Fig. 1: run 1, M1 wires
Drawn at 8 px/micron. Supply wires on this layer in gray.
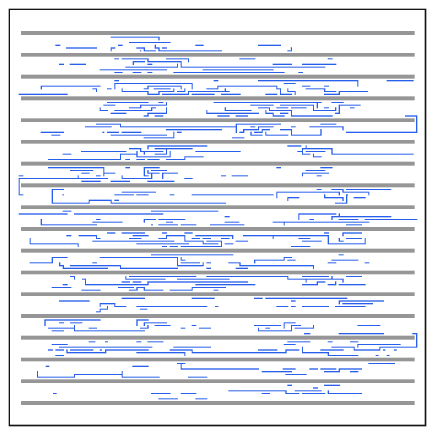
Fig. 2: run 1, the metal 2 layer
Drawn at 6 px/micron. Cells faint in the background.
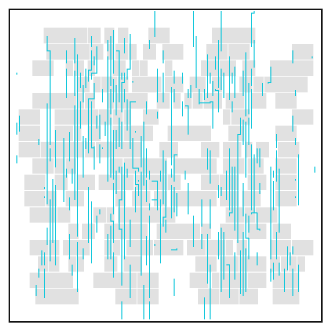
Fig. 3: run 1, M3 wires
Drawn at 8 px/micron.
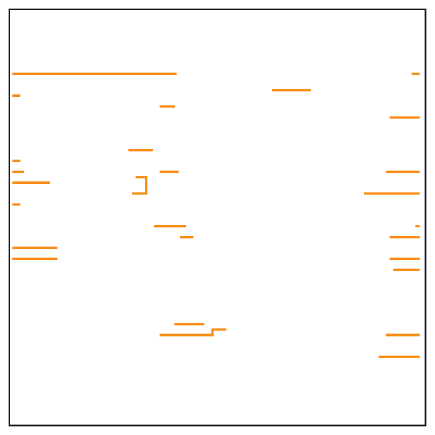
Fig. 4: run 1, placed standard cells
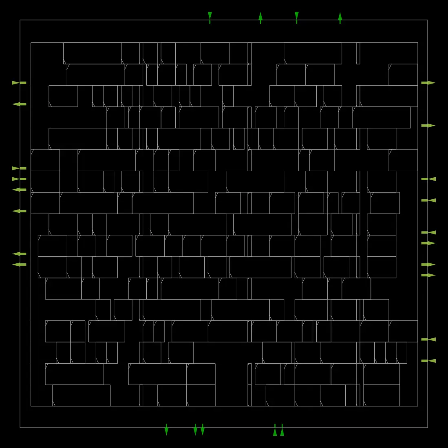
**src/rtl/uart_rx_pkg.sv**
```systemverilog
// Shared definitions for the UART RX sequencing logic: FSM state encoding
// and the frame bit-index constants used by the controller and its counter.
package uart_rx_pkg;

    // IDLE must stay at zero so that reset and the idle state coincide.
    typedef enum logic [2:0] {
        IDLE   = 3'd0,
        START  = 3'd1,
        DATA   = 3'd2,
        PARITY = 3'd3,
        STOP   = 3'd4
    } state_e;

    // Frame bit indices as seen on bit_cnt.
    localparam logic [3:0] BIT_START = 4'd0;
    localparam logic [3:0] BIT_PAR   = 4'd9;

    // The downstream deserializer is fixed at one byte.
    localparam int DATA_BITS = 8;

endpackage : uart_rx_pkg

```
**src/rtl/uart_rx_edge_bit_counter.sv**
```systemverilog
// Oversampling edge counter and frame bit counter. The edge counter runs
// 0..prescale-1 while enabled; each wrap advances the bit index. A clear
// returns both counters to the start-bit position.
module uart_rx_edge_bit_counter
    import uart_rx_pkg::*;
#(
    parameter int PRESCALE_W = 6
) (
    input  logic                  clk_i,
    input  logic                  rst_n_i,
    input  logic                  en_i,
    input  logic                  clr_i,
    input  logic [PRESCALE_W-1:0] prescale_i,
    output logic [PRESCALE_W-1:0] edge_cnt_o,
    output logic [3:0]            bit_cnt_o,
    output logic                  wrap_o
);

    logic [PRESCALE_W-1:0] edge_cnt_q, edge_cnt_d;
    logic [3:0]            bit_cnt_q,  bit_cnt_d;

    // Last oversampling edge of the current bit period.
    assign wrap_o = (edge_cnt_q == (prescale_i - PRESCALE_W'(1)));

    // Next-state: clear has priority, otherwise count while enabled.
    always_comb begin
        edge_cnt_d = edge_cnt_q;
        bit_cnt_d  = bit_cnt_q;
        if (clr_i) begin
            edge_cnt_d = '0;
            bit_cnt_d  = BIT_START;
        end else if (en_i) begin
            if (wrap_o) begin
                edge_cnt_d = '0;
                bit_cnt_d  = bit_cnt_q + 4'd1;
            end else begin
                edge_cnt_d = edge_cnt_q + PRESCALE_W'(1);
            end
        end
    end

    // Counter registers with synchronous active-low reset.
    always_ff @(posedge clk_i) begin
        if (!rst_n_i) begin
            edge_cnt_q <= '0;
            bit_cnt_q  <= '0;
        end else begin
            edge_cnt_q <= edge_cnt_d;
            bit_cnt_q  <= bit_cnt_d;
        end
    end

    assign edge_cnt_o = edge_cnt_q;
    assign bit_cnt_o  = bit_cnt_q;

endmodule : uart_rx_edge_bit_counter

```
**src/rtl/uart_rx_ctrl.sv**
```systemverilog
// UART RX sequencing controller. Detects the start bit, steps through the
// frame with the edge/bit counter, strobes the deserializer at each data-bit
// sample point, checks parity and stop, and flags a clean byte.
module uart_rx_ctrl
    import uart_rx_pkg::*;
#(
    parameter int PRESCALE_W = 6,
    parameter int DATA_BITS  = 8
) (
    input  logic                  CLK,
    input  logic                  RST,
    input  logic                  RX_IN,
    input  logic [PRESCALE_W-1:0] prescale,
    input  logic                  PAR_EN,
    input  logic                  PAR_TYP,
    input  logic                  sampled_bit,
    output logic                  sample_en,
    output logic [PRESCALE_W-1:0] edge_cnt,
    output logic [3:0]            bit_cnt,
    output logic                  deserializer_enable,
    output logic                  data_valid,
    output logic                  par_err,
    output logic                  stp_err
);

    state_e state_q, state_d;

    logic par_acc_q,    par_acc_d;
    logic par_err_q,    par_err_d;
    logic stp_err_q,    stp_err_d;
    logic data_valid_q, data_valid_d;

    logic                  deser_en;
    logic                  cnt_en;
    logic                  cnt_clr;
    logic                  wrap;
    logic                  at_sample;
    logic [PRESCALE_W-1:0] sample_pt;

    // The sampler votes on edges prescale/2-1..prescale/2+1 and registers
    // the result, so its output is final two edges past mid-bit.
    assign sample_pt = (prescale >> 1) + PRESCALE_W'(2);
    assign at_sample = (edge_cnt == sample_pt);

    // Counters run in every active state and are parked at zero whenever
    // the FSM is in, or about to enter, IDLE. This also drops the last
    // half of the stop bit so a back-to-back start edge is not missed.
    assign cnt_en  = (state_q != IDLE);
    assign cnt_clr = (state_q == IDLE) || (state_d == IDLE);

    uart_rx_edge_bit_counter #(
        .PRESCALE_W (PRESCALE_W)
    ) u_cnt (
        .clk_i      (CLK),
        .rst_n_i    (RST),
        .en_i       (cnt_en),
        .clr_i      (cnt_clr),
        .prescale_i (prescale),
        .edge_cnt_o (edge_cnt),
        .bit_cnt_o  (bit_cnt),
        .wrap_o     (wrap)
    );

    // Next-state, parity/stop checks and strobes for the frame sequencer.
    always_comb begin
        state_d      = state_q;
        par_acc_d    = par_acc_q;
        par_err_d    = par_err_q;
        stp_err_d    = stp_err_q;
        data_valid_d = 1'b0;
        deser_en     = 1'b0;
        case (state_q)
            IDLE: begin
                if (!RX_IN) begin
                    state_d   = START;
                    par_acc_d = 1'b0;
                    par_err_d = 1'b0;
                    stp_err_d = 1'b0;
                end
            end
            START: begin
                // A start bit that reads high at its centre was a glitch.
                if (at_sample && sampled_bit) begin
                    state_d = IDLE;
                end else if (wrap) begin
                    state_d = DATA;
                end
            end
            DATA: begin
                if (at_sample) begin
                    deser_en  = 1'b1;
                    par_acc_d = par_acc_q ^ sampled_bit;
                end
                if (wrap && (bit_cnt == 4'(DATA_BITS))) begin
                    state_d = PAR_EN ? PARITY : STOP;
                end
            end
            PARITY: begin
                if (at_sample) begin
                    par_err_d = sampled_bit ^ par_acc_q ^ PAR_TYP;
                end
                if (wrap) begin
                    state_d = STOP;
                end
            end
            STOP: begin
                if (at_sample) begin
                    stp_err_d    = ~sampled_bit;
                    data_valid_d = sampled_bit & ~par_err_q;
                    state_d      = IDLE;
                end
            end
            default: begin
                state_d = IDLE;
            end
        endcase
    end

    // State and status registers with synchronous active-low reset.
    always_ff @(posedge CLK) begin
        if (!RST) begin
            state_q      <= IDLE;
            par_acc_q    <= 1'b0;
            par_err_q    <= 1'b0;
            stp_err_q    <= 1'b0;
            data_valid_q <= 1'b0;
        end else begin
            state_q      <= state_d;
            par_acc_q    <= par_acc_d;
            par_err_q    <= par_err_d;
            stp_err_q    <= stp_err_d;
            data_valid_q <= data_valid_d;
        end
    end

    assign sample_en           = (state_q != IDLE);
    assign deserializer_enable = deser_en;
    assign data_valid          = data_valid_q;
    assign par_err             = par_err_q;
    assign stp_err             = stp_err_q;

endmodule : uart_rx_ctrl

```
**config.mk**
```make
export PLATFORM = sky130hd
export DESIGN_NAME = uart_rx_ctrl
export DESIGN_NICKNAME = d
export VERILOG_FILES = /design/src/rtl/uart_rx_pkg.sv /design/src/rtl/uart_rx_edge_bit_counter.sv /design/src/rtl/uart_rx_ctrl.sv
export SDC_FILE = /design/constraint.sdc
export NUM_CORES = 1
export LEC_CHECK = 0
export CAP_MARGIN = 30
export CORE_UTILIZATION = 49
export CTS_BUF_LIST = sky130_fd_sc_hd__clkbuf_8
export CTS_CLUSTER_SIZE = 16
export DETAILED_ROUTE_END_ITERATION = 6
export PLACE_DENSITY_LB_ADDON = 0.05
export SKIP_LAST_GASP = 1
export SLEW_MARGIN = 20
export SYNTH_ARGS = -nofsm -noshare
export SYNTH_HDL_FRONTEND = slang
export SYNTH_SLANG_ARGS = --single-unit
```
**constraint.sdc**
```tcl
create_clock -name CLK -period 6 [get_ports CLK]
set_input_delay 0.6 -clock CLK [delete_from_list [all_inputs] [get_ports CLK]]
set_output_delay 0.6 -clock CLK [all_outputs]
set_load 0.005 [all_outputs]
```
==> reports/qor.yml, run 1 <==
outcome:
  status: "finished clean"
cells_and_area:
  nets: 189
  postLayoutCellArea_sq_um: 1540
  syn_to_final_growth_pct: 26.1
  num_antenna_cells: 0
  layout-drive-gt1-share: 0.0651
placed_design:
  place_congestion: 0.887
  placed_cells: 193
  io_buffers: 26
  postPlaceCellArea_sq_um: 1490
  dp_hpwl_mm: 1.96
floorplanning:
  die-width_microns: 51.8
  die_h_microns: 51.8
  fp-row-count: 17
  die_area_sq_um: 2690
  coreArea_sq_um: 2280
  io_pins: 27
  fp-utilization: 0.535
global_routing:
  grt_first_pass_wirelength_mm: 4.30
  grt_start_max_net_pins: 16
  antenna_found_initial: 0
  grt_pass1_vias: 971
  grt.total_usage: 0.222
  grt_overflow: 0
synthesis:
  area_leaders: "dfxtp_1 (28%), xnor2_1 (10%), xor2_1 (7.9%)"
  top_cell: "dfxtp_1"
  postSynth.asyncResetShare: 0
  ys_seq_frac: 0.280
  yosysTopAreaCell: "dfxtp_1"
  edf_count: 0
  synth_nets: 164
  ys_types: 37
  synthFlopType: "dfxtp_1"
  yosys_warnings: 0
  ys_ff: 17
  yosys_cells: 145
  ys_area_sq_um: 1220
  syn_inst: 145
  yosysTopAreaCellShare: 0.280
  syn_area_sq_um: 1220
  avgSynthCellArea_sq_um: 8.40
  synthTopCellsByCount: "dfxtp_1 (17), xnor2_1 (14), xor2_1 (11)"
final_timing:
  slew_headroom: 0.516
  hold_viol_final: 0
  tightest_slew_ns: 0.721
  tns_ns: 0
  period_used_share: 0.606
  fmax_mhz: 275
  setup_viol: 0
  rsz0062_at_grt: "false"
  post-route-min-period_ns: 3.64
  skew_ns: 0.00877
  drv_slew: 0
flow_run:
  max_cap_violations: 0
  tool_warnings: 29
power_and_ir_drop:
  clkPwrFrac: 0.345
  pwr-share-seq: 0.461
  p_total_w: 0.000253
  p_int_w: 0.000184
  vdd_drop_max_mv: 0.135
  p_leak_nw: 0.561
  swShare: 0.274
  p_comb_frac: 0.194
  power_density_nw_per_um2: 165
  switching_power_w: 0.0000693
min_path:
  hold_path_depth: 1
  hold_path_startpoint: "par_err$_SDFFE_PN0P_"
  hold_end: "data_valid$_SDFF_PN0_"
  hold_class: "register to register"
critical_path:
  r2r-start: "u_cnt.edge_cnt_o[3]$_SDFFE_PP0N_"
  startpoint_type: "input pin"
  critPathCaptureType: "primary output"
  setup.worst_path.start: "prescale[2]"
  crit_arrival_ns: 3.04
  reg2regPathDepth: 7
  reg2reg_slack_ns: 3.40
  path_class: "input pin to primary output"
  critPathRequiredTime_ns: 5.40
  r2r-end: "u_cnt.edge_cnt_o[3]$_SDFFE_PP0N_"
  critPathMaxFanout: 7
detailed_routing:
  drc: 0
  dr.pass1.iters: 4
  wire_per_inst_microns: 13.1
  postRouteAntennaNets: 0
  vias_per_cell: 5.57
  drtIter0Drc: 34
clock_tree:
  clock-sinks: 17
  post_cts_buffers: 0
  cts-htree-levels: 1
  cts_tree: "yes"
  cts_resized: 0
  worstSkewPairLatency_ns: 0.26
  hold_buffers: 0
  path_clk_slew_ns: 0.07
  root_buffer: "clkbuf_8"
  cts_buffers: 3
  cts_buffer_depth: 2
About Fig. 1:
The longest straight run is 17.9 microns. The layer holds 49% of the routed length.
Via Count: 1098
grt met1 use: 0.278
final WL: 2.58 mm

About Fig. 2:
155 nets have wire on it. The layer carries 1150 microns of wire. The layer holds 44% of the routed length. The wires run mostly vertical.
met2 usage: 0.355

About Fig. 3:
24 nets have wire on it. The layer holds 4.1% of the routed length.
GR Util met3: 0.0439

About Fig. 4:
Layout Cells excl Fill: 197
filler instances: 211
flop share of the area: 0.222

run 1: cell families after synthesis:
kind of cell,after synthesis,synth area share
compound gates,24,0.128
buf+inv,15,0.0473
xor+xnor,25,0.180
mux,1,0.00822
flops,17,0.280
simple gates,56,0.285
fa+ha+maj,7,0.0719
run 1: stage by stage:
step,worst slack [ns],util,hold WS (ns)
finish,2.36,0.675,0.458
global route,2.17,0.675,0.485
CTS,2.32,0.675,0.461
detailed placement,2.33,0.654,0.448
global placement,2.35,0.654,0.445
floorplan,3.50,-,0.448
run 1: power by group through the flow:
stage / combinational, W / clock [W] / sequential (W)
after floorplan: 0.0000335 / 0 / 0.000118
after global placement: 0.0000481 / 0 / 0.000119
after detailed placement: 0.0000488 / 0 / 0.000119
after CTS: 0.0000492 / 0.0000881 / 0.000117
after global routing: 0.0000541 / 0.0000935 / 0.000117
final: 0.0000491 / 0.0000871 / 0.000117
run 1: how the worst max path moves through the flow:
stage,endpoint,slack (ns)
floorplan,u_cnt.edge_cnt_o[2]$_SDFFE_PP0N_,3.50
global placement,deserializer_enable,2.35
detailed placement,deserializer_enable,2.33
CTS,deserializer_enable,2.32
global route,deserializer_enable,2.17
finish,deserializer_enable,2.36
run 1: cell type report:
cell class	instances	area [sq um]	share of cell area
multi-input combinational	113	820	0.534
timing repair buffer	26	260	0.170
sequential	17	340	0.222
tap	28	35.0	0.0228
clock inverter	1	5.00	0.00326
inverter	9	33.8	0.0220
clock buffer	3	41.3	0.0269
run 1: placed cells by master, fill, tap and decap left out, types with 2 or more instances in the layout:
master / synthesis / routed
nand2_1: 7 / 7
dfxtp_1: 17 / 17
o211ai_1: 3 / 3
nand4_1: 4 / 4
o21ai_0: 2 / 2
nor3_1: 7 / 7
a21oi_1: 10 / 10
clkdlybuf4s50_1: 0 / 26
inv_1: 9 / 9
and3_1: 3 / 3
clkbuf_8: 0 / 3
nor4_1: 6 / 6
and2_1: 2 / 2
nand3_1: 3 / 3
xnor2_1: 14 / 14
or3_1: 2 / 2
xor2_1: 11 / 11
o21a_1: 2 / 2
nor4_4: 2 / 2
ha_1: 7 / 7
nor2b_1: 3 / 3
nor2_1: 10 / 10
run 1: layer usage:
layer | vias up | part of all wire | GRT usage
li1 | 565 | - | -
met1 | 497 | 0.49 | 0.278
met2 | 31 | 0.44 | 0.355
met3 | 5 | 0.041 | 0.0439
met4 | 0 | 0.023 | 0.122
met5 | - | 0 | 0
run 1: critical path, cell delays in order:
cell	delay, ns
clkdlybuf4s50_1	0.61
inv_1	0.10
ha_1	0.31
xor2_1	0.15
nor3_1	0.28
o211ai_1	0.28
nor2_1	0.19
clkdlybuf4s50_1	0.52
run 1: registers in the layout, indices dropped and copies added (netlist names):
| signal | flops |
|---|---|
| par_acc_q | 1 |
| data_valid | 1 |
| u_cnt.bit_cnt_o | 4 |
| par_err | 1 |
| stp_err | 1 |
| u_cnt.edge_cnt_o | 6 |
| state_q | 3 |
Fig. 5: run 1, pin map
Drawn at 8 px/micron. Pins as bars across the die edge, other pins in gray.
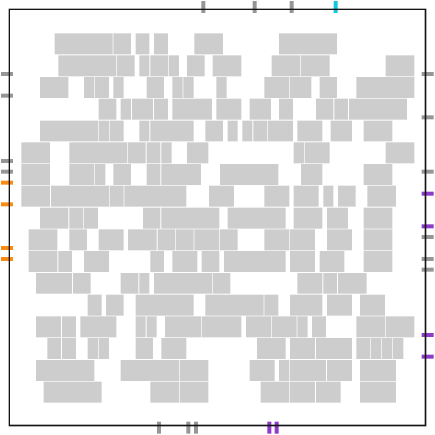

==> inputs of run 2 (changes only) <==
==> constraint.sdc (replaced) <==
create_clock -name CLK -period 3.75 [get_ports CLK]
set_input_delay 0.375 -clock CLK [delete_from_list [all_inputs] [get_ports CLK]]
set_output_delay 0.375 -clock CLK [all_outputs]
set_load 0.005 [all_outputs]
Fig. 6: run 2, pin map
Drawn at 8 px/micron. Pins as bars across the die edge, other pins in gray.
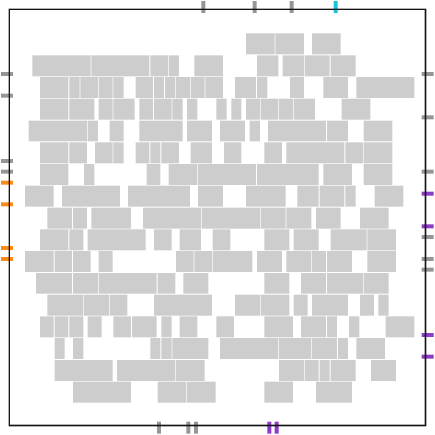
Purple marks `prescale`, pins 6, direction input, edge 4 east, 2 south. Cyan marks `par_err`, pins 1, direction output, edge north. Orange marks `bit_cnt`, pins 4, direction output, edge west.
All pins by edge: 10 east, 8 west, 5 south, 4 north.
die height: 51.8 microns
die width: 51.8 microns
PortBufs: 26

Fig. 7: run 2, placed standard cells
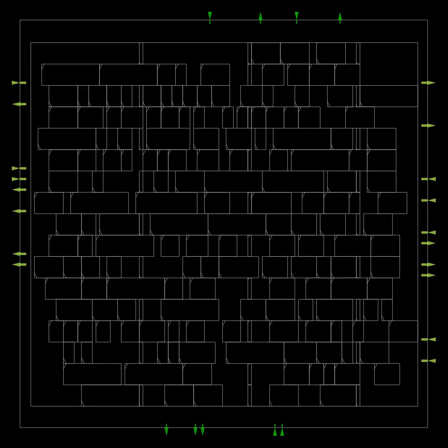
Core Util, Final: 0.679
Layout Cells excl Fill: 198

Fig. 8: run 2, the metal 2 layer
Drawn at 6 px/micron. Cells faint in the background.
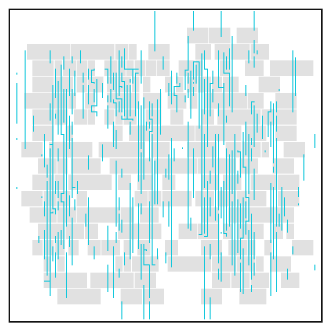
The longest straight run is 30.1 microns. The wires run mostly vertical.
met2 usage: 0.376
final WL: 2.72 mm
Via Count: 1120

==> run 2 against run 1 <==
  * Worst setup slack got worse by 1.9 ns
  * Via count rose by 2.0%
  * Sequential share of layout area fell by 0.14 points
  * Clock power rose by 65%
  * Critical endpoint unchanged
  * Largest cell class unchanged
  * Largest power group unchanged
  * Highest routed layer unchanged
==> reports/qor.yml, run 2 <==
outcome:
  status: "finished clean"
synthesis:
  ys_area_sq_um: 1220  # unchanged
  ys_seq_frac: 0.280  # unchanged
  ys_ff: 17  # unchanged
  postSynth.asyncResetShare: 0  # unchanged
  edf_count: 0  # unchanged
  syn_inst: 145  # unchanged
  area_leaders: "dfxtp_1 (28%), xnor2_1 (10%), xor2_1 (7.9%)"
  top_cell: "dfxtp_1"
  yosysTopAreaCell: "dfxtp_1"
  synthFlopType: "dfxtp_1"
  synth_nets: 164  # unchanged
  ys_types: 37  # unchanged
  avgSynthCellArea_sq_um: 8.40  # unchanged
  yosys_warnings: 0  # unchanged
  yosys_cells: 145  # unchanged
  synthTopCellsByCount: "dfxtp_1 (17), xnor2_1 (14), xor2_1 (11)"
  yosysTopAreaCellShare: 0.280  # unchanged
  syn_area_sq_um: 1220  # unchanged
clock_tree:
  cts_buffer_depth: 2  # unchanged
  cts_resized: 0  # unchanged
  hold_buffers: 0  # unchanged
  cts-htree-levels: 1  # unchanged
  cts_tree: "yes"
  post_cts_buffers: 0  # unchanged
  clock-sinks: 17  # unchanged
  worstSkewPairLatency_ns: 0.26  # about the same
  root_buffer: "clkbuf_8"
  path_clk_slew_ns: 0.07  # about the same
  cts_buffers: 3  # unchanged
power_and_ir_drop:
  p_int_w: 0.000295  # +61%
  switching_power_w: 0.000114  # +65%
  p_comb_frac: 0.194  # about the same
  pwr-share-seq: 0.455  # -0.006
  vdd_drop_max_mv: 0.320  # +140%
  power_density_nw_per_um2: 265  # +61%
  swShare: 0.279  # +0.00539
  p_leak_nw: 0.563  # +0.30%
  clkPwrFrac: 0.351  # +0.006
global_routing:
  top_usage_layer: "met2"
  grt_first_pass_wirelength_mm: 4.53  # +5.5%
  grt.met3_usage: 0.0526  # +0.00877
  grt_pass1_vias: 1001  # +3.1%
  globalRouteMet1Util: 0.293  # +0.0156
  grt_overflow: 0  # unchanged
  grt_start_max_net_pins: 12  # -4
  grt.total_usage: 0.230  # +0.00782
  antenna_found_initial: 0  # unchanged
critical_path:
  r2r-start: "u_cnt.edge_cnt_o[3]$_SDFFE_PP0N_"
  crit_arrival_ns: 2.90  # -0.14 ns
  reg2reg_slack_ns: 1.27  # -2.13 ns
  critPathRequiredTime_ns: 3.38  # -2.02 ns
  reg2regPathDepth: 7  # unchanged
  path_class: "input pin to primary output"
  critPathMaxFanout: 7  # unchanged
  critPathCaptureType: "primary output"
  startpoint_type: "input pin"
  r2r-end: "u_cnt.edge_cnt_o[2]$_SDFFE_PP0N_"
cells_and_area:
  mi_logic_area_sq_um: 820  # unchanged
  lay_top_count: "clkdlybuf4s50_1"
  nets: 190  # +0.53%
  flop_area_sq_um: 340  # unchanged
  lay_top_cells: "clkdlybuf4s50_1 (26), dfxtp_1 (17), xnor2_1 (14), xor2_1 (11)"
  syn_to_final_growth_pct: 26.9
  largest_reg_flops: 6  # unchanged
  fillers: 220  # +4.3%
  num_antenna_cells: 0  # unchanged
  postLayoutCellArea_sq_um: 1550  # +0.65%
  layout-drive-gt1-share: 0.0706  # +0.00550
detailed_routing:
  drc: 0  # unchanged
  dr.pass1.iters: 4  # unchanged
  vias_per_cell: 5.66  # +1.5%
  wire_per_inst_microns: 13.7  # +4.9%
  postRouteAntennaNets: 0  # unchanged
  drtIter0Drc: 18  # -47%
final_timing:
  skew_ns: 0.00317  # -0.00561 ns
  post-route-min-period_ns: 3.27
  tns_ns: 0  # unchanged
  drv_slew: 0  # unchanged
  slew_headroom: 0.661  # +0.146
  rsz0062_at_grt: "false"
  hold_viol_final: 0  # unchanged
  fmax_mhz: 305
  fin_ws_ns: 0.476  # -1.89 ns
  holdWs_ns: 0.491  # +0.0330 ns
  setup_viol: 0  # unchanged
  tightest_slew_ns: 0.506  # -0.216 ns
  period_used_share: 0.873
floorplanning:
  fp-utilization: 0.535  # unchanged
  coreArea_sq_um: 2280  # unchanged
  die_area_sq_um: 2690  # unchanged
  io_pins: 27  # unchanged
  fp-row-count: 17  # unchanged
flow_run:
  tool_warnings: 29  # unchanged
  max_cap_violations: 0  # unchanged
min_path:
  hold_class: "register to register"
  hold_end: "stp_err$_SDFFE_PN0P_"
  hold_path_depth: 2  # +1
  hold_path_startpoint: "stp_err$_SDFFE_PN0P_"
placed_design:
  postPlaceCellArea_sq_um: 1500  # +0.50%
  place_congestion: 0.935  # +5.4%
  dp_worst_setup_slack_ns: 0.568  # -1.77 ns
  dp_hpwl_mm: 2.01  # +2.7%
==> run 2: layout make-up <==
class	count	area share
clock buffers	3	0.0267
well taps	28	0.0227
flip-flops and latches	17	0.220
clock inverters	1	0.00486
multi-input cells	113	0.530
repair buffers	27	0.173
inverters	9	0.0219
==> run 2: routing by layer <==
metal  routed length [microns]  share of wire
met2                      1300           0.48
met1                      1270           0.47
met5                         0              0
met4                        26         0.0096
met3                       123          0.045
==> run 2: critical path: stages <==
cell and delay [ns]:
clkdlybuf4s50_1 0.61, inv_1 0.10, ha_1 0.31, xor2_1 0.14, nor3_1 0.32, o211ai_1 0.29
nor2_1 0.22, clkdlybuf4s50_1 0.53
==> run 2: power groups by stage <==
stage	combinational, W	clock (W)	sequential (W)
6_report	0.0000793	0.000144	0.000186
5_1_grt	0.0000873	0.000154	0.000187
4_1_cts	0.0000792	0.000146	0.000186
3_5_place_dp	0.0000780	0	0.000190
3_3_place_gp	0.0000769	0	0.000190
2_1_floorplan	0.0000535	0	0.000188
==> run 2: stage by stage <==
step	instances	util	power, W
after global placement	194	0.658	0.000267
after CTS	198	0.679	0.000411
after detailed placement	194	0.658	0.000268
final	198	0.679	0.000409
after floorplan	145	-	0.000242
after global routing	198	0.679	0.000428
==> run 2: kinds of logic after synthesis <==
family | count (synthesis) | synth area share
compound gates | 24 | 0.128
xor+xnor | 25 | 0.180
fa+ha+maj | 7 | 0.0719
buf+inv | 15 | 0.0473
flops | 17 | 0.280
mux | 1 | 0.00822
simple gates | 56 | 0.285
==> run 2: worst max-delay path by stage <==
stage,to,cells past startpoint,from,slack (ns)
3_5_place_dp,deserializer_enable,8,prescale[2],0.57
5_1_grt,deserializer_enable,7,prescale[2],0.36
2_1_floorplan,u_cnt.edge_cnt_o[2]$_SDFFE_PP0N_,8,prescale[2],1.47
6_report,deserializer_enable,8,prescale[2],0.48
4_1_cts,deserializer_enable,8,prescale[2],0.51
3_3_place_gp,deserializer_enable,8,prescale[2],0.64
Power is estimated from default activity; no workload was simulated.
